`src/rtl/fpu_isqrt_pkg.sv`:
```
// Shared types and constants for the inverse-square-root unit arbiter.
//   HALF_W    : half-precision operand width
//   HALF_QNAN : quiet NaN returned when the unit never reports done
//   arb_state_t : controller states
package fpu_isqrt_pkg;

    localparam int unsigned HALF_W = 16;
    localparam logic [HALF_W-1:0] HALF_QNAN = 16'h7E00;

    typedef enum logic [1:0] {
        IDLE,
        START,
        WAIT,
        RESP
    } arb_state_t;

endpackage

```
`src/rtl/fpu_isqrt_arbiter_rr.sv`:
```
// Combinational round-robin grant: picks the first asserted request at or
// after ptr, wrapping modulo NREQ.
//   req : request vector
//   ptr : highest-priority index
//   gnt : one-hot grant
//   idx : binary index of the grant
//   any : at least one request present
module rr_arbiter #(
    parameter int unsigned NREQ = 4,
    parameter int unsigned IDW  = $clog2(NREQ)
) (
    input  logic [NREQ-1:0] req,
    input  logic [IDW-1:0]  ptr,
    output logic [NREQ-1:0] gnt,
    output logic [IDW-1:0]  idx,
    output logic            any
);

    // Scan offsets from farthest to nearest so the nearest hit wins.
    always_comb begin
        int unsigned j;
        gnt = '0;
        idx = '0;
        any = 1'b0;
        j   = 0;
        for (int i = NREQ - 1; i >= 0; i--) begin
            j = (32'(ptr) + 32'(i)) % NREQ;
            if (req[j]) begin
                gnt    = '0;
                gnt[j] = 1'b1;
                idx    = IDW'(j);
                any    = 1'b1;
            end
        end
    end

endmodule

```
`src/rtl/fpu_isqrt_arbiter.sv`:
```
// Shares one inverse-square-root unit between NREQ requesters. Grants
// round-robin, holds the operand on unit_x, pulses unit_start (the unit's
// reset) for START_CYCLES, waits for unit_done and returns the result over
// a valid/ready response channel. One operation in flight at a time.
// Optional macro FPU_ISQRT_ARB_TIMEOUT_EN adds a wait-for-done timeout that
// answers with qNaN and rsp_err=1 after TIMEOUT_CYCLES cycles in WAIT.
// Ports:
//   clk, reset          : clock, synchronous active-high reset
//   req_valid/req_x     : per-requester operand valid and operands
//   req_ready           : one-hot accept pulse (IDLE only)
//   rsp_valid/rsp_ready : response handshake
//   rsp_id/result/ofuf/err : response payload
//   busy                : controller not in IDLE
//   unit_x/unit_start   : operand and reset to the unit
//   unit_done/result/ofuf : status and results from the unit
module fpu_isqrt_arbiter
    import fpu_isqrt_pkg::*;
#(
    parameter int unsigned NREQ           = 4,
    parameter int unsigned START_CYCLES   = 1,
    parameter int unsigned TIMEOUT_CYCLES = 256,
    localparam int unsigned IDW           = $clog2(NREQ)
) (
    input  logic                   clk,
    input  logic                   reset,
    input  logic [NREQ-1:0]        req_valid,
    input  logic [HALF_W*NREQ-1:0] req_x,
    output logic [NREQ-1:0]        req_ready,
    output logic                   rsp_valid,
    input  logic                   rsp_ready,
    output logic [IDW-1:0]         rsp_id,
    output logic [HALF_W-1:0]      rsp_result,
    output logic [1:0]             rsp_ofuf,
    output logic                   rsp_err,
    output logic                   busy,
    output logic [HALF_W-1:0]      unit_x,
    output logic                   unit_start,
    input  logic                   unit_done,
    input  logic [HALF_W-1:0]      unit_result,
    input  logic [1:0]             unit_ofuf
);

    localparam int unsigned SCW = 2;

    if (NREQ < 2 || NREQ > 8 || START_CYCLES < 1 || START_CYCLES > 4 ||
        TIMEOUT_CYCLES < 1) begin : g_param_check
        $error("fpu_isqrt_arbiter: parameter out of range");
    end

    arb_state_t      state;
    logic [IDW-1:0]  ptr;
    logic [SCW-1:0]  start_cnt;
    logic [NREQ-1:0] gnt_c;
    logic [IDW-1:0]  gidx_c;
    logic            gany_c;
    logic [IDW-1:0]  ptr_next_c;

    rr_arbiter #(.NREQ(NREQ), .IDW(IDW)) u_rr (
        .req (req_valid),
        .ptr (ptr),
        .gnt (gnt_c),
        .idx (gidx_c),
        .any (gany_c)
    );

    // Accept pulse is only meaningful in IDLE and never while in reset.
    assign req_ready  = (state == IDLE && !reset) ? gnt_c : '0;
    // Unit is reset together with the controller.
    assign unit_start = reset || (state == START);
    assign busy       = (state != IDLE);
    assign rsp_valid  = (state == RESP);
    assign ptr_next_c = (rsp_id == IDW'(NREQ - 1)) ? '0 : IDW'(rsp_id + 1'b1);

`ifdef FPU_ISQRT_ARB_TIMEOUT_EN
    localparam int unsigned TOW = $clog2(TIMEOUT_CYCLES + 1);
    logic [TOW-1:0] to_cnt;
    logic           err_q;
    assign rsp_err = err_q;
`else
    assign rsp_err = 1'b0;
`endif

    // Controller FSM and payload registers.
    always_ff @(posedge clk) begin
        if (reset) begin
            state      <= IDLE;
            ptr        <= '0;
            start_cnt  <= '0;
            unit_x     <= '0;
            rsp_id     <= '0;
            rsp_result <= '0;
            rsp_ofuf   <= '0;
`ifdef FPU_ISQRT_ARB_TIMEOUT_EN
            to_cnt     <= '0;
            err_q      <= 1'b0;
`endif
        end else begin
            case (state)
                IDLE: begin
                    if (gany_c) begin
                        unit_x    <= req_x[HALF_W*gidx_c +: HALF_W];
                        rsp_id    <= gidx_c;
                        start_cnt <= '0;
                        state     <= START;
                    end
                end
                START: begin
                    if (start_cnt == SCW'(START_CYCLES - 1)) begin
`ifdef FPU_ISQRT_ARB_TIMEOUT_EN
                        to_cnt <= '0;
`endif
                        state  <= WAIT;
                    end else begin
                        start_cnt <= start_cnt + SCW'(1);
                    end
                end
                WAIT: begin
                    if (unit_done) begin
                        rsp_result <= unit_result;
                        rsp_ofuf   <= unit_ofuf;
`ifdef FPU_ISQRT_ARB_TIMEOUT_EN
                        err_q      <= 1'b0;
`endif
                        state      <= RESP;
                    end
`ifdef FPU_ISQRT_ARB_TIMEOUT_EN
                    else if (to_cnt == TOW'(TIMEOUT_CYCLES - 1)) begin
                        rsp_result <= HALF_QNAN;
                        rsp_ofuf   <= 2'b00;
                        err_q      <= 1'b1;
                        state      <= RESP;
                    end else begin
                        to_cnt <= to_cnt + TOW'(1);
                    end
`endif
                end
                RESP: begin
                    if (rsp_ready) begin
                        ptr   <= ptr_next_c;
                        state <= IDLE;
                    end
                end
                default: state <= IDLE;
            endcase
        end
    end

endmodule
```
`config.mk`:
```
export PLATFORM = sky130hd
export DESIGN_NAME = fpu_isqrt_arbiter
export DESIGN_NICKNAME = d
export VERILOG_FILES = /design/src/rtl/fpu_isqrt_pkg.sv /design/src/rtl/fpu_isqrt_arbiter_rr.sv /design/src/rtl/fpu_isqrt_arbiter.sv
export SDC_FILE = /design/constraint.sdc
export NUM_CORES = 1
export LEC_CHECK = 0
export ABC_AREA = 1
export ABC_CLOCK_PERIOD_IN_PS = 3600
export CORE_UTILIZATION = 44
export DETAILED_ROUTE_END_ITERATION = 10
export HOLD_SLACK_MARGIN = 0.06
export PLACE_DENSITY = 0.86
export SETUP_SLACK_MARGIN = 0.4
export SYNTH_ARGS = -nofsm -noshare
export SYNTH_HDL_FRONTEND = slang
export SYNTH_HIERARCHICAL = 1
export SYNTH_SLANG_ARGS = --single-unit
export TNS_END_PERCENT = 20
```
`constraint.sdc`:
```
create_clock -name clk -period 3.6 [get_ports clk]
set_input_delay 0.9 -clock clk [delete_from_list [all_inputs] [get_ports clk]]
set_output_delay 0.9 -clock clk [all_outputs]
set_load 0.02 [all_outputs]
```
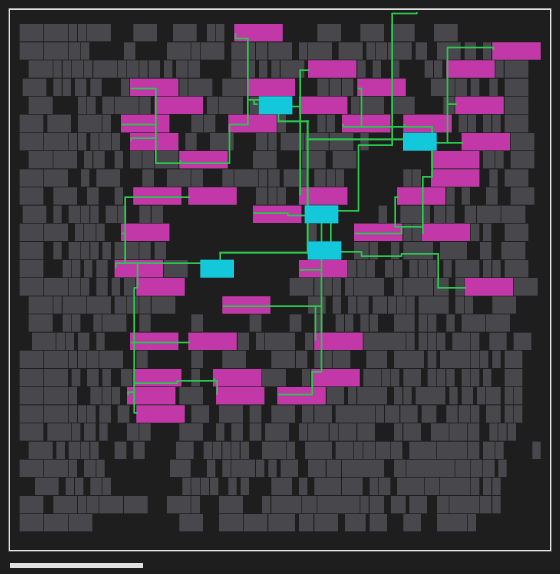
Fig. 1. Routed clock nets over the placement.
The bar under the picture is 20 µm long.
green -> clock wires  # length 469 µm
cyan -> clock-net drivers  # count 5
magenta -> flip-flops  # count 42
routed clock nets = 6

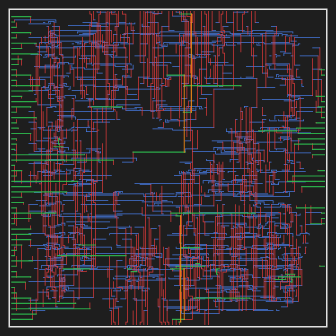
Fig. 2. Metal layers overlaid.
green -> M3  # wire length 524 µm
red -> M2  # wire length 3780 µm
blue -> M1  # wire length 3150 µm
orange -> M4  # wire length 85.0 µm

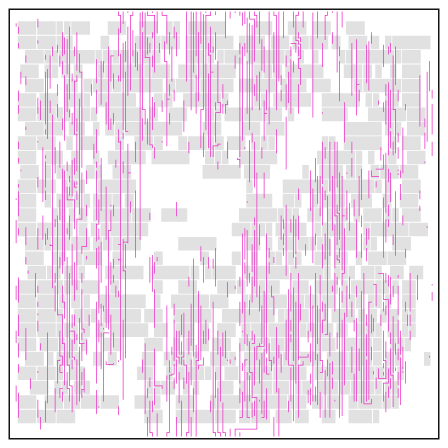
Fig. 3. The metal 2 layer.
main direction = vertical
longest straight run = 42.8 µm
wire length on this layer = 3780 µm
nets with wire on the layer = 508
met2 track demand over resource: 42.4%
vias post-DR: 3103
Final Routed Wirelength: 7540 µm

==> design notes <==
The run finished with clean final reports. Pin placement for this block handled 134 I/O pins. The main area contributors are sky130_fd_sc_hd__dfxtp_1 31%, sky130_fd_sc_hd__nand2_1 17%, sky130_fd_sc_hd__nor2_1 8.9%. In the per-layer breakdown of the detailed-route log, met1 shows 3150 µm.

Detailed routing placed a total of 524 µm of wire on met3. The critical setup path kind is input port to primary output. Broken down by cell family, the worst path's largest delay share belongs to buffers and inverters. Looking at the gate-level netlist, the highest instance count belongs to sky130_fd_sc_hd__nand2_1.

In the final layout, flip-flops and latches take up 19.6% of the cell area. The logs give 6 for the yosys warning tally and 495 for the filler cell count in the final layout. The detail-routed net length per standard cell was 11.8 µm.

After clock tree synthesis, the clock-pin slew on the worst setup and hold paths is 0.08 ns. The logs give 2718 for the via count of the first global-routing pass and 425 for the cell count after synthesis. The run gives 30.7% for the sequential area share after synthesis. According to the floorplan report, the die height is 80.9 µm. Yosys reports that the leading cell type by area covers 30.7% of the netlist area. The run gives 5960 µm² for the core region area.

Setup slack on the critical path of the routed design comes to 0.467 ns. The relative area change from synthesis to final layout was 56.2%; the global routing usage on met1 was 26.9%. Looking at the area split, the leading class of cells is logic gates.

Start of the worst register-to-register path: ptr[1]. Per the log, the first TritonRoute iteration ended with a DRC count of 104. Between clock sinks in the finished design, the worst skew comes to 0.00271 ns. The run gives 3 for the post-CTS repair timing setup buffer count.

Share of the synthesized netlist area taken by xor and xnor gates: 0%. The end point of the worst hold path is rsp_result[13]. The area fraction in and, or, nand and nor cells after synthesis is 39.1%. Each instance of the synthesized netlist takes up on average 6.45 µm².

Routed signal wires occupy layers up through met4. In this run the worst path has a maximum fanout of 7. The clock tree synthesis step divided the H-tree into 2 levels. The critical path's largest stage delay was 0.23 ns.

The fraction of the mapped netlist area in adder cells came out at 6.39%. Among the non-sequential cells, simple AND/OR/NAND/NOR gates take the most area. The final layout reports a setup TNS of 0 ns. The average via count per standard cell came out at 4.86.

The tool warning count for the run is 38. Per the TritonCTS log, the buffer count is 5. The total die size is 6550 µm².

The capture instance of the worst register-to-register path is unit_x[11]. For the number of DRC violations after detailed routing, the log shows 0. As reported, the later end of the worst-skew pair has a clock insertion delay of 0.28 ns. STA classifies the critical path startpoint as an input port.

The peak supply drop is 0.000296 V. The run reported a max-capacitance violation count of 0. The sequential cell count was 42.

The number of signal-net inverters in the final layout was 37; the number of nets with antenna violations after routing was 0. The compound-cell area share of the yosys netlist was 12.2%. The count of library flops with an enable pin was 0. The run gives 0 as the total count of hold-check failures in the final report. Worst-path cell with the longest stage delay: sky130_fd_sc_hd__o21ai_2.

Entering global routing, the biggest net connects 42 pins. Type of the tightest min-delay check: register to register. In the final layout, clock buffers and inverters account for 1.87% of the cell area.

The final cycle utilization of the critical path is 87.0%, and the number of antenna repair diodes is 0. Per the GRT congestion report, total overflow comes to 0. The first global-routing pass estimated 11900 µm of wire.

The dominant synthesized flop cell was sky130_fd_sc_hd__dfxtp_1. In this run the most critical hold path is launched from rsp_result[13]. In this run the critical path is formed by dlygate4sd2_1, inv_2, o21ai_2, nand2_2, nand2_4, buf_4, nand3_1, nand3_1, nand2_1, inv_1, inv_1, nor2_1, buf_4.

The layout report lists the combined flip-flop and latch area as 841 µm². In this run the clock root is driven by a sky130_fd_sc_hd__clkbuf_8. The net count after synthesis is 529. Dominant cell type by area after synthesis: sky130_fd_sc_hd__dfxtp_1. In the final report, the number of endpoints failing setup comes to 0.
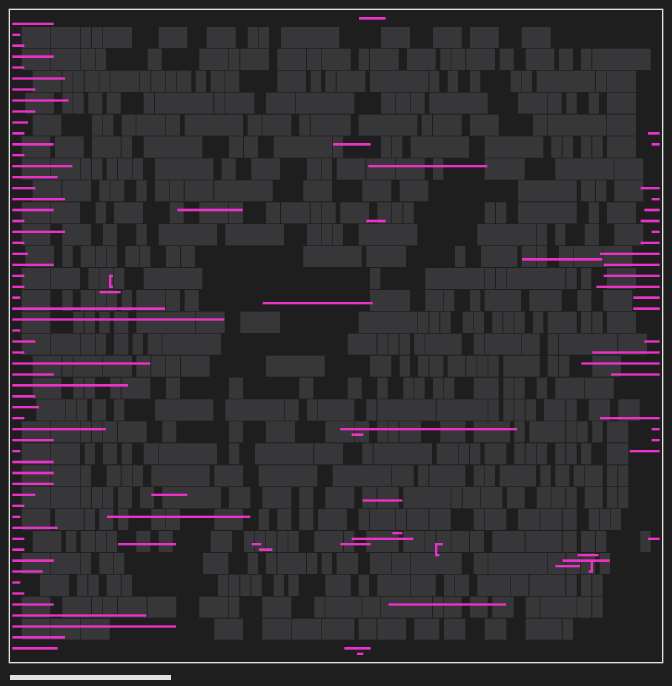
Fig. 4. Metal 3.
The bar under the picture is 20 µm long.
wire length on this layer = 524 µm
main direction = horizontal
share of all routed wire = 7.0%
nets with wire on the layer = 102
longest straight run = 26.0 µm

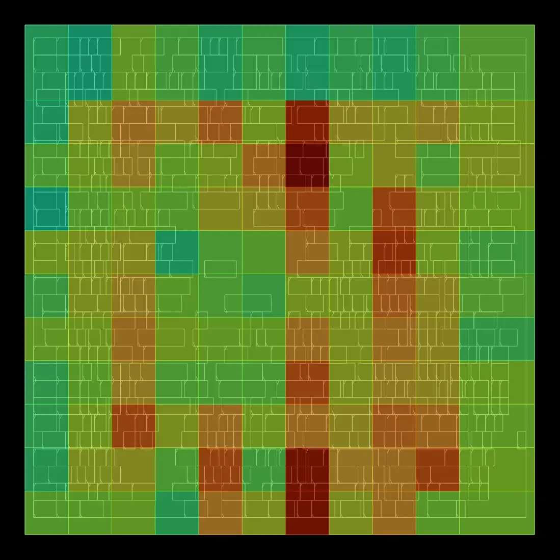
Fig. 5. Congestion heat map.
Most Used Layer, Global Route: met2
post-layout util: 71.9%
met3 global-route usage: 4.27%

## cells in the final DEF, fill, tap and decap left out, types with 8 or more instances in the layout
master,count
sky130_fd_sc_hd__o21ai_0,35
sky130_fd_sc_hd__dfxtp_1,42
sky130_fd_sc_hd__clkdlybuf4s50_1,124
sky130_fd_sc_hd__nor2_1,65
sky130_fd_sc_hd__inv_2,8
sky130_fd_sc_hd__a21oi_1,21
sky130_fd_sc_hd__nand2_1,117
sky130_fd_sc_hd__nand3_1,39
sky130_fd_sc_hd__buf_4,24
sky130_fd_sc_hd__nand2_2,9
sky130_fd_sc_hd__inv_1,25
sky130_fd_sc_hd__ha_1,14
## flip-flops by register name, indices dropped and copies added (netlist names)
signal      flops
start_cnt       2
ptr             2
state           2
rsp_result     16
rsp_id          2
unit_x         16
rsp_ofuf        2
## power breakdown
part / total (mW) / switching, mW / internal [mW] / leakage (nW)
Combinational: 1.52 / 0.869 / 0.647 / 1.58
Sequential: 0.695 / 0.0786 / 0.616 / 0.345
Clock: 0.284 / 0.151 / 0.133 / 0.0373
## stage by stage
stage	hold slack (ns)	cells
5_1_grt	0.507	639
3_5_place_dp	0.473	625
3_3_place_gp	0.464	625
6_report	0.487	639
2_1_floorplan	0.497	425
4_1_cts	0.490	635
## worst max-delay path by stage
stage,endpoint,startpoint,slack (ns),cells after the start
detailed placement,req_ready[2],req_valid[2],-0.17,12
global route,req_ready[3],req_valid[3],0.38,13
CTS,req_ready[0],req_valid[1],0.39,14
global placement,req_ready[2],req_valid[2],-0.11,12
finish,req_ready[1],req_valid[2],0.47,13
floorplan,req_ready[2],req_valid[2],0.79,11
## kinds of logic after synthesis
kind of cell               after synthesis
DFF                                     42
buffers and inverters                   57
adders and majority gates               14
other                                    1
and+or+nand+nor                        248
AOI/OAI and AO/OA                       63
Power is estimated from default activity; no workload was simulated.
